Met1 routing:
The bar under the picture is 20 µm long. Supply wires on this layer in gray.
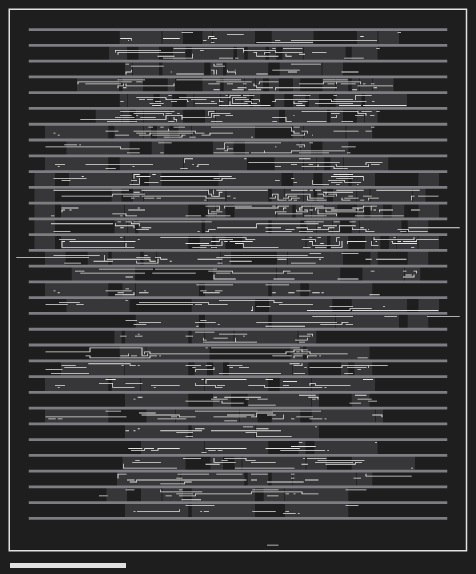
Zoomed window:
The bar under the picture is 10 µm long. Window x 19 to 59, y 8 to 48 µm. Cells in gray, sequential cells in the stronger gray; small squares are vias.
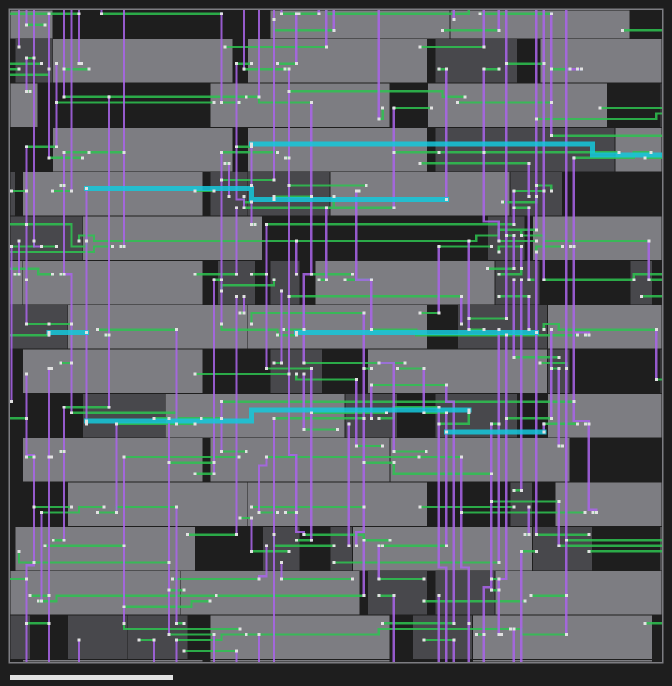
Track usage over the die:
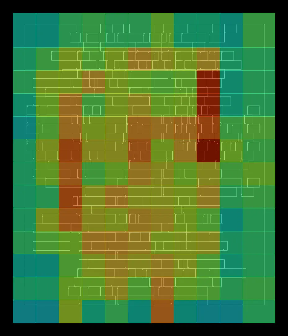
Drive-strength map:
The bar under the picture is 20 µm long.
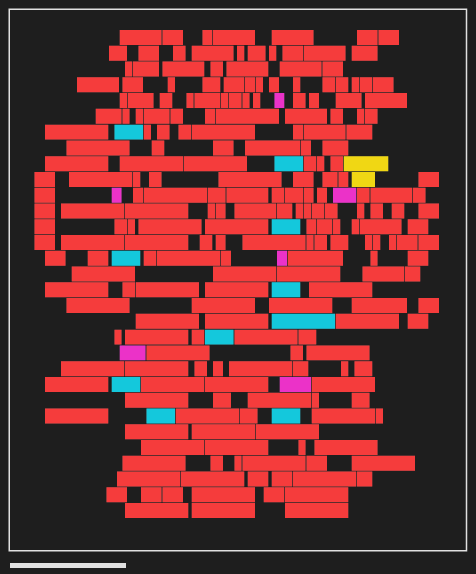
Met2 routing:
The bar under the picture is 20 µm long.
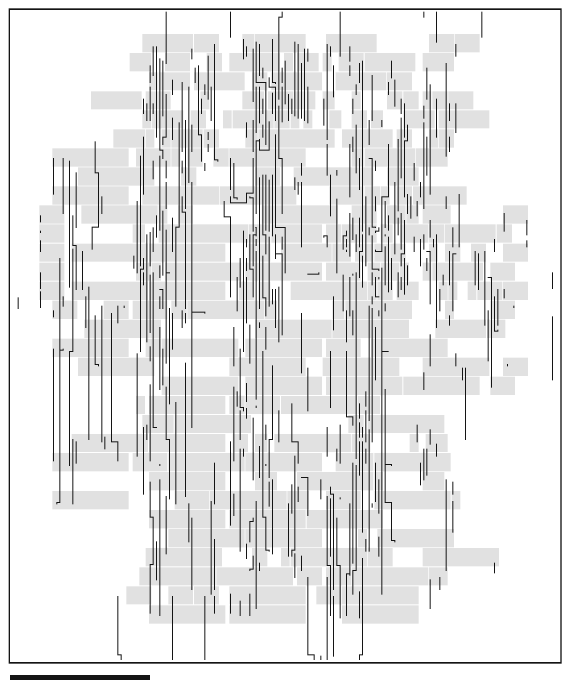
### config.mk
export PLATFORM = sky130hd
export DESIGN_NAME = cmd_dispatch
export DESIGN_NICKNAME = d
export VERILOG_FILES = /design/src/rtl/cmd_pkg.sv /design/src/rtl/cmd_fifo.sv /design/src/rtl/cmd_dispatch.sv
export SDC_FILE = /design/constraint.sdc
export NUM_CORES = 1
export LEC_CHECK = 0
export ABC_CLOCK_PERIOD_IN_PS = 5900
export CAP_MARGIN = 20
export CORE_ASPECT_RATIO = 1.2
export CORE_MARGIN = 3
export CORE_UTILIZATION = 50
export CTS_CLUSTER_SIZE = 10
export DETAILED_ROUTE_END_ITERATION = 6
export GPL_TIMING_DRIVEN = 1
export PLACE_DENSITY = 0.8
export RECOVER_POWER = 50
export SLEW_MARGIN = 5
export SYNTH_ARGS = -nofsm -noshare
export SYNTH_HDL_FRONTEND = slang
export SYNTH_SLANG_ARGS = --single-unit
export TNS_END_PERCENT = 5
### constraint.sdc
create_clock -name clk -period 5.9 [get_ports clk]
set_input_delay 1.18 -clock clk [delete_from_list [all_inputs] [get_ports clk]]
set_output_delay 1.18 -clock clk [all_outputs]
set_load 0.005 [all_outputs]
### src/rtl/cmd_pkg.sv
// rtl/cmd_pkg.sv - opcodes, command-word field positions and halt FSM states for cmd_dispatch
package cmd_pkg;

  localparam int CMD_W    = 64;
  localparam int OPC_MSB  = 63;
  localparam int OPC_LSB  = 56;
  localparam int CORE_MSB = 55;
  localparam int CORE_LSB = 48;

  localparam logic [7:0] OP_HALT  = 8'h00;
  localparam logic [7:0] OP_NTT   = 8'h01;
  localparam logic [7:0] OP_DMA   = 8'h02;
  localparam logic [7:0] OP_FENCE = 8'h03;

  typedef enum logic [1:0] {
    ST_RUN    = 2'd0,
    ST_DRAIN  = 2'd1,
    ST_HALTED = 2'd2
  } halt_state_e;

endpackage

### src/rtl/cmd_fifo.sv
// rtl/cmd_fifo.sv - synchronous in-order FIFO with combinational head; DEPTH must be a power of two
module cmd_fifo #(
  parameter int WIDTH = 64,
  parameter int DEPTH = 4
) (
  input  logic             clk,
  input  logic             rst,
  input  logic             i_push,
  input  logic [WIDTH-1:0] i_data,
  input  logic             i_pop,
  output logic [WIDTH-1:0] o_head,
  output logic             o_full,
  output logic             o_empty
);

  localparam int AW = $clog2(DEPTH);
  localparam logic [AW-1:0] PTR_ONE  = AW'(1);
  localparam logic [AW:0]   CNT_ONE  = (AW + 1)'(1);
  localparam logic [AW:0]   CNT_FULL = (AW + 1)'(DEPTH);

  logic [WIDTH-1:0] r_mem [DEPTH];
  logic [AW-1:0]    r_wr_ptr;
  logic [AW-1:0]    r_rd_ptr;
  logic [AW:0]      r_count;
  logic             w_do_push;
  logic             w_do_pop;

  assign w_do_push = i_push && !o_full;
  assign w_do_pop  = i_pop && !o_empty;

  always_ff @(posedge clk) begin
    if (rst) begin
      r_wr_ptr <= '0;
      r_rd_ptr <= '0;
      r_count  <= '0;
    end else begin
      if (w_do_push) r_wr_ptr <= r_wr_ptr + PTR_ONE;
      if (w_do_pop)  r_rd_ptr <= r_rd_ptr + PTR_ONE;
      case ({w_do_push, w_do_pop})
        2'b10:   r_count <= r_count + CNT_ONE;
        2'b01:   r_count <= r_count - CNT_ONE;
        default: r_count <= r_count;
      endcase
    end
  end

  // Storage is not reset; clearing the pointers is enough to discard contents.
  always_ff @(posedge clk) begin
    if (w_do_push) r_mem[r_wr_ptr] <= i_data;
  end

  assign o_head  = r_mem[r_rd_ptr];
  assign o_full  = (r_count == CNT_FULL);
  assign o_empty = (r_count == '0);

endmodule

### src/rtl/cmd_dispatch.sv
// rtl/cmd_dispatch.sv - buffered in-order command front-end issuing NTT/DMA start pulses with fence and halt-drain
// Optional CMD_DISPATCH_PERF_EN adds perf_dispatched/perf_stall counters.
module cmd_dispatch
  import cmd_pkg::*;
#(
  parameter int NUM_CORES  = 2,
  parameter int FIFO_DEPTH = 4
) (
  input  logic                 clk,
  input  logic                 rst,
  input  logic                 cmd_valid,
  input  logic [CMD_W-1:0]     cmd_data,
  output logic                 cmd_ready,
  output logic [NUM_CORES-1:0] core_start,
  input  logic [NUM_CORES-1:0] core_ready,
  output logic                 dma_start,
  input  logic                 dma_ready,
  output logic                 halted,
  output logic                 err_illegal
`ifdef CMD_DISPATCH_PERF_EN
  ,
  output logic [31:0]          perf_dispatched,
  output logic [31:0]          perf_stall
`endif
);

  halt_state_e          r_state;
  halt_state_e          w_state_nxt;
  logic                 r_halt_accepted;
  logic [NUM_CORES-1:0] r_core_start;
  logic                 r_dma_start;
  logic                 r_err_illegal;

  logic                 w_push;
  logic [CMD_W-1:0]     w_head;
  logic                 w_full;
  logic                 w_empty;
  logic                 w_head_valid;
  logic [7:0]           w_opc;
  logic [7:0]           w_core_idx;
  logic [NUM_CORES-1:0] w_core_sel;
  logic                 w_core_ok;
  logic                 w_core_avail;
  logic                 w_engines_idle;
  logic                 w_pop;
  logic [NUM_CORES-1:0] w_core_start_nxt;
  logic                 w_dma_start_nxt;
  logic                 w_err_set;

  assign cmd_ready = !w_full && !r_halt_accepted;
  assign w_push    = cmd_valid && cmd_ready;

  cmd_fifo #(
    .WIDTH (CMD_W),
    .DEPTH (FIFO_DEPTH)
  ) u_fifo (
    .clk     (clk),
    .rst     (rst),
    .i_push  (w_push),
    .i_data  (cmd_data),
    .i_pop   (w_pop),
    .o_head  (w_head),
    .o_full  (w_full),
    .o_empty (w_empty)
  );

  assign w_head_valid = !w_empty;
  assign w_opc        = w_head[OPC_MSB:OPC_LSB];
  assign w_core_idx   = w_head[CORE_MSB:CORE_LSB];
  assign w_core_ok    = (w_core_idx < 8'(NUM_CORES));

  always_comb begin
    w_core_sel = '0;
    for (int i = 0; i < NUM_CORES; i++) begin
      w_core_sel[i] = (w_core_idx == 8'(i));
    end
  end

  // Last cycle's start pulses mask engines whose ready has not dropped yet.
  assign w_core_avail   = |(w_core_sel & core_ready & ~r_core_start);
  assign w_engines_idle = (&core_ready) && dma_ready && !(|r_core_start) && !r_dma_start;

  always_ff @(posedge clk) begin
    if (rst) r_state <= ST_RUN;
    else     r_state <= w_state_nxt;
  end

  always_comb begin
    w_state_nxt = r_state;
    case (r_state)
      ST_RUN:    if (w_head_valid && (w_opc == OP_HALT)) w_state_nxt = ST_DRAIN;
      ST_DRAIN:  if (w_engines_idle) w_state_nxt = ST_HALTED;
      ST_HALTED: w_state_nxt = ST_HALTED;
      default:   w_state_nxt = ST_RUN;
    endcase
  end

  always_comb begin
    w_pop            = 1'b0;
    w_core_start_nxt = '0;
    w_dma_start_nxt  = 1'b0;
    w_err_set        = 1'b0;
    if ((r_state == ST_RUN) && w_head_valid) begin
      case (w_opc)
        OP_HALT: w_pop = 1'b1;
        OP_NTT: begin
          if (!w_core_ok) begin
            w_pop     = 1'b1;
            w_err_set = 1'b1;
          end else if (w_core_avail) begin
            w_pop            = 1'b1;
            w_core_start_nxt = w_core_sel;
          end
        end
        OP_DMA: begin
          if (dma_ready && !r_dma_start) begin
            w_pop           = 1'b1;
            w_dma_start_nxt = 1'b1;
          end
        end
        OP_FENCE: w_pop = w_engines_idle;
        default: begin
          w_pop     = 1'b1;
          w_err_set = 1'b1;
        end
      endcase
    end
  end

  always_ff @(posedge clk) begin
    if (rst) begin
      r_halt_accepted <= 1'b0;
      r_core_start    <= '0;
      r_dma_start     <= 1'b0;
      r_err_illegal   <= 1'b0;
    end else begin
      if (w_push && (cmd_data[OPC_MSB:OPC_LSB] == OP_HALT)) r_halt_accepted <= 1'b1;
      r_core_start  <= w_core_start_nxt;
      r_dma_start   <= w_dma_start_nxt;
      r_err_illegal <= r_err_illegal | w_err_set;
    end
  end

  assign core_start  = r_core_start;
  assign dma_start   = r_dma_start;
  assign err_illegal = r_err_illegal;
  assign halted      = (r_state == ST_HALTED);

`ifdef CMD_DISPATCH_PERF_EN
  logic [31:0] r_perf_dispatched;
  logic [31:0] r_perf_stall;

  always_ff @(posedge clk) begin
    if (rst) begin
      r_perf_dispatched <= '0;
      r_perf_stall      <= '0;
    end else begin
      if ((|w_core_start_nxt) || w_dma_start_nxt) r_perf_dispatched <= r_perf_dispatched + 32'd1;
      if (w_head_valid && !w_pop) r_perf_stall <= r_perf_stall + 32'd1;
    end
  end

  assign perf_dispatched = r_perf_dispatched;
  assign perf_stall      = r_perf_stall;
`endif

endmodule

==> GITHUB_STEP_SUMMARY <==
## Implementation flow summary

| Metric | Value |
|---|---|
| Status | complete, no violations |
| Synth Warn # | 0 |
| Clock sinks | 80 |
| Initial drt markers | 155 |
| Seq pwr share | 53.0% |
| HPWL Detailed | 3.57 mm |
| CP Max Fanout | 3 |
| First-pass GRT wire length | 8.42 mm |
| Leak | 0.00125 µW |
| Comb power frac | 20.0% |
| Async SR Flop Fraction | 0% |
| Post-route DRC violation count | 0 |
| Total clock buffers created by CTS | 9 |
| Pwr dens | 370 mW/mm² |
| Hold crit path type | flop to flop |
| PortBufs | 27 |
| Ratio of final minimum period to clock period | 63.8% |
| Clk latency late pin | 340 ps |
| Commonest flop | edfxtp_1 |
| Initial antenna violation count | 0 |
| IO Count | 76 |
| Cells after Synth | 208 |
| Internal power | 991 µW |
| Vias/cell | 5.55 |
| Crit. End Element | flop |
| YS chip area | 0.00316 mm² |
| Post-synthesis cell area | 0.00316 mm² |
| Sequential-to-total area share from yosys stat | 70.9% |
| Vias in the first global route | 1797 |
| Pin count of the biggest net entering global routing | 17 |
| Fraction of layout cells with a size suffix above 1 | 7.32% |
| Die height | 93.1 µm |
| Die ar. | 0.00732 mm² |
| Setup_tns | 0 ps |
| Area leader share | 60.7% |
| Top cell type by instance count after synthesis | edfxtp_1 |
| Worst slew pin tran | 817 ps |
| Max transition margin | 45.5% |
| Top area cell types | edfxtp_1 61%, dfxtp_1 10%, ha_1 3.6%, mux4_1 2.5%, nor2_1 2.1% |
| Cell count in the Yosys report | 208 |
| Final Wtd Congestion | 0.766 |
| Slew Limit Fails | 0 |
| Core Density at Floorplan | 52.0% |
| Sw Ratio | 27.4% |
| Syn_nets | 288 |
| GRT overflow | 0 |
| Die width | 78.6 µm |
| Max frequency | 0.266 GHz |
| Row count | 31 |
| Pre-antenna DRT Iters | 4 |
| Final setup viols | 0 |
| Nets | 322 |
| Synth area leader | edfxtp_1 |
| Clk pwr share | 27.0% |
| WP data arrival | 4040 ps |
| Post-synth regs | 80 |
| Sw Pwr | 374 µW |
| DP Cell Count | 313 |
| Hold buffers post-CTS | 0 |
| Setup Fix Bufs, Post-CTS | 0 |
| Tool warning count | 80 |
| Final Hold Viols | 0 |
| Max Buffers Root-to-Sink | 2 |
| Most instantiated cells after synthesis | 64 x edfxtp_1, 18 x nor2_1, 16 x dfxtp_1 |
| Antenna diodes | 0 |
| PostCTS Resize Cnt | 0 |
| H-Tree Level Count | 3 |
| Post-Layout Cell Count | 328 |
| Minimum clock period | 3760 ps |
| CP startpoint kind | input port |
| Overall routing resource usage | 15.6% |
| CTS root buf | clkbuf_8 |
| Number of enable flip-flop cells | 64 |
| Syn avg cell area | 15.2 µm² |
| Crit Path Category | input port to flop |
| TritonCTS clock tree | built |
| Netlist cell types | 41 |
| Total power | 1360 µW |
| RSZ-0062 raised after global routing | false |
| Layout Skew | 9.69 ps |
| Core Footprint | 0.00609 mm² |
| Max Cap Viol | 0 |
| CTS clk-pin slew, worst paths | 80 ps |
| Peak VDD IR | 0.183 mV |
| Final ANT Viol Nets | 0 |
| WP data required | 6180 ps |
Notes on 'met1 routing' above:
main direction	horizontal
wire length on this layer	2210 µm
longest straight run	23.5 µm
share of all routed wire	42%
Vias: 1821
M1 GR Usage: 19.5%
Detailed Route WL: 5.21 mm

Notes on 'zoomed window' above:
layer	color
metal 3	cyan
metal 1	green
metal 2	purple
cells with their middle in the window	63
sequential cells in the window	35
most frequent	edfxtp_1 (35), dlygate4sd3_1 (6)
netlist names of flops here include	u_fifo.r_mem (35)

Notes on 'track usage over the die' above:
drt wl/cell: 15.9 µm
grt met2 use: 24.9%

Notes on 'drive-strength map' above:
size	color	cells	share
_0 and _1 cells	red	228	93%
_6 and larger	cyan	10	4.1%
_2 cells	magenta	6	2.4%
_3 and _4 cells	yellow	2	0.81%
fin area: 0.00369 mm²
area grow syn2layout: 16.6%

Notes on 'met2 routing' above:
longest straight run	46.6 µm
main direction	vertical
share of all routed wire	51%
nets with wire on the layer	245
wire length on this layer	2640 µm

## power by group through the flow
stage | registers [µW] | clock network, µW | logic [µW]
global placement | 733 | 0 | 266
CTS | 725 | 373 | 278
floorplan | 714 | 0 | 215
finish | 723 | 368 | 273
global route | 730 | 403 | 306
detailed placement | 737 | 0 | 277
## routing by layer
metal / vias to the layer above / global-route usage [%] / wire (µm)
li1: 863 / - / -
met1: 898 / 19.5 / 2210
met2: 53 / 24.9 / 2640
met3: 7 / 3.47 / 269
met4: 0 / 8.89 / 93
met5: - / 0 / 0
## per-stage QoR
stage	utilization (%)	hold slack (ps)	setup WS (ps)	cell area (µm²)
floorplan	-	437	2530	3160
global placement	57.7	457	1820	3510
detailed placement	57.7	470	1810	3510
CTS	60.6	492	2140	3690
global route	60.6	534	1920	3690
finish	60.6	478	2140	3690
## cells by family (layout without fill, tap and decap cells)
group / count (synthesis) / after routing / synth area share (%)
XOR/XNOR: 3 / 3 / 0.831
multiplexers: 7 / 7 / 3.76
AND/OR/NAND/NOR: 69 / 69 / 12.6
AND-OR/OR-AND: 24 / 24 / 5.73
flip-flops: 80 / 80 / 70.9
adder cells (fa/ha/maj): 10 / 10 / 4.19
buffers and inverters: 15 / 53 / 2.06
## cell type report
| class | count | area (µm²) |
|---|---|---|
| Sequential cell | 80 | 2240 |
| Clock inverter | 5 | 48.8 |
| Tap cell | 82 | 103 |
| Inverter | 11 | 41.3 |
| Fill cell | 459 | 2400 |
| Clock buffer | 10 | 128 |
| Timing Repair Buffer | 27 | 270 |
| Multi-Input combinational cell | 113 | 857 |
## state kept, by name (all words and copies together) (netlist names), named ones only
signal           cells
u_fifo.r_mem        64
dma_start            1
r_halt_accepted      1
core_start           2
u_fifo.r_rd_ptr      2
err_illegal          1
u_fifo.r_count       3
r_state              2
u_fifo.r_wr_ptr      2
## worst max-delay path: stages
cell and delay [ps]:
clkdlybuf4s50_1 470, nor4bb_1 400, nand2_1 100, a221o_2 340, a21boi_1 150, nand2b_1 150, ha_1 200, inv_1 60
fa_1 370, xor2_1 160, or3_1 310, a21oi_1 140
## path summary, 6_finish.rpt
kind,start,endpoint,slack [ps],depth (start not counted)
max,core_ready[1],u_fifo.r_count[2],2140,12
min,err_illegal,err_illegal,480,2
max reg2reg,flop,u_fifo.r_count[2],2400,11
min reg2reg,err_illegal,err_illegal,480,2
## cell usage in the layout, fill, tap and decap left out, types with 2 or more instances in the layout
| cell | n |
|---|---|
| a21boi_1 | 2 |
| a21oi_1 | 4 |
| a31oi_1 | 4 |
| and3_1 | 5 |
| clkbuf_8 | 9 |
| clkdlybuf4s50_1 | 6 |
| clkinv_2 | 3 |
| dfxtp_1 | 16 |
| dlygate4sd3_1 | 21 |
| edfxtp_1 | 64 |
| ha_1 | 9 |
| inv_1 | 11 |
| mux2i_1 | 4 |
| mux4_1 | 3 |
| nand2_1 | 5 |
| nand2b_1 | 10 |
| nor2_1 | 18 |
| nor2b_1 | 2 |
| nor3_1 | 5 |
| nor3b_1 | 2 |
| nor4_1 | 9 |
| nor4b_1 | 4 |
| o21ai_0 | 6 |
| xor2_1 | 2 |
Power and IR drop assume default switching activity.
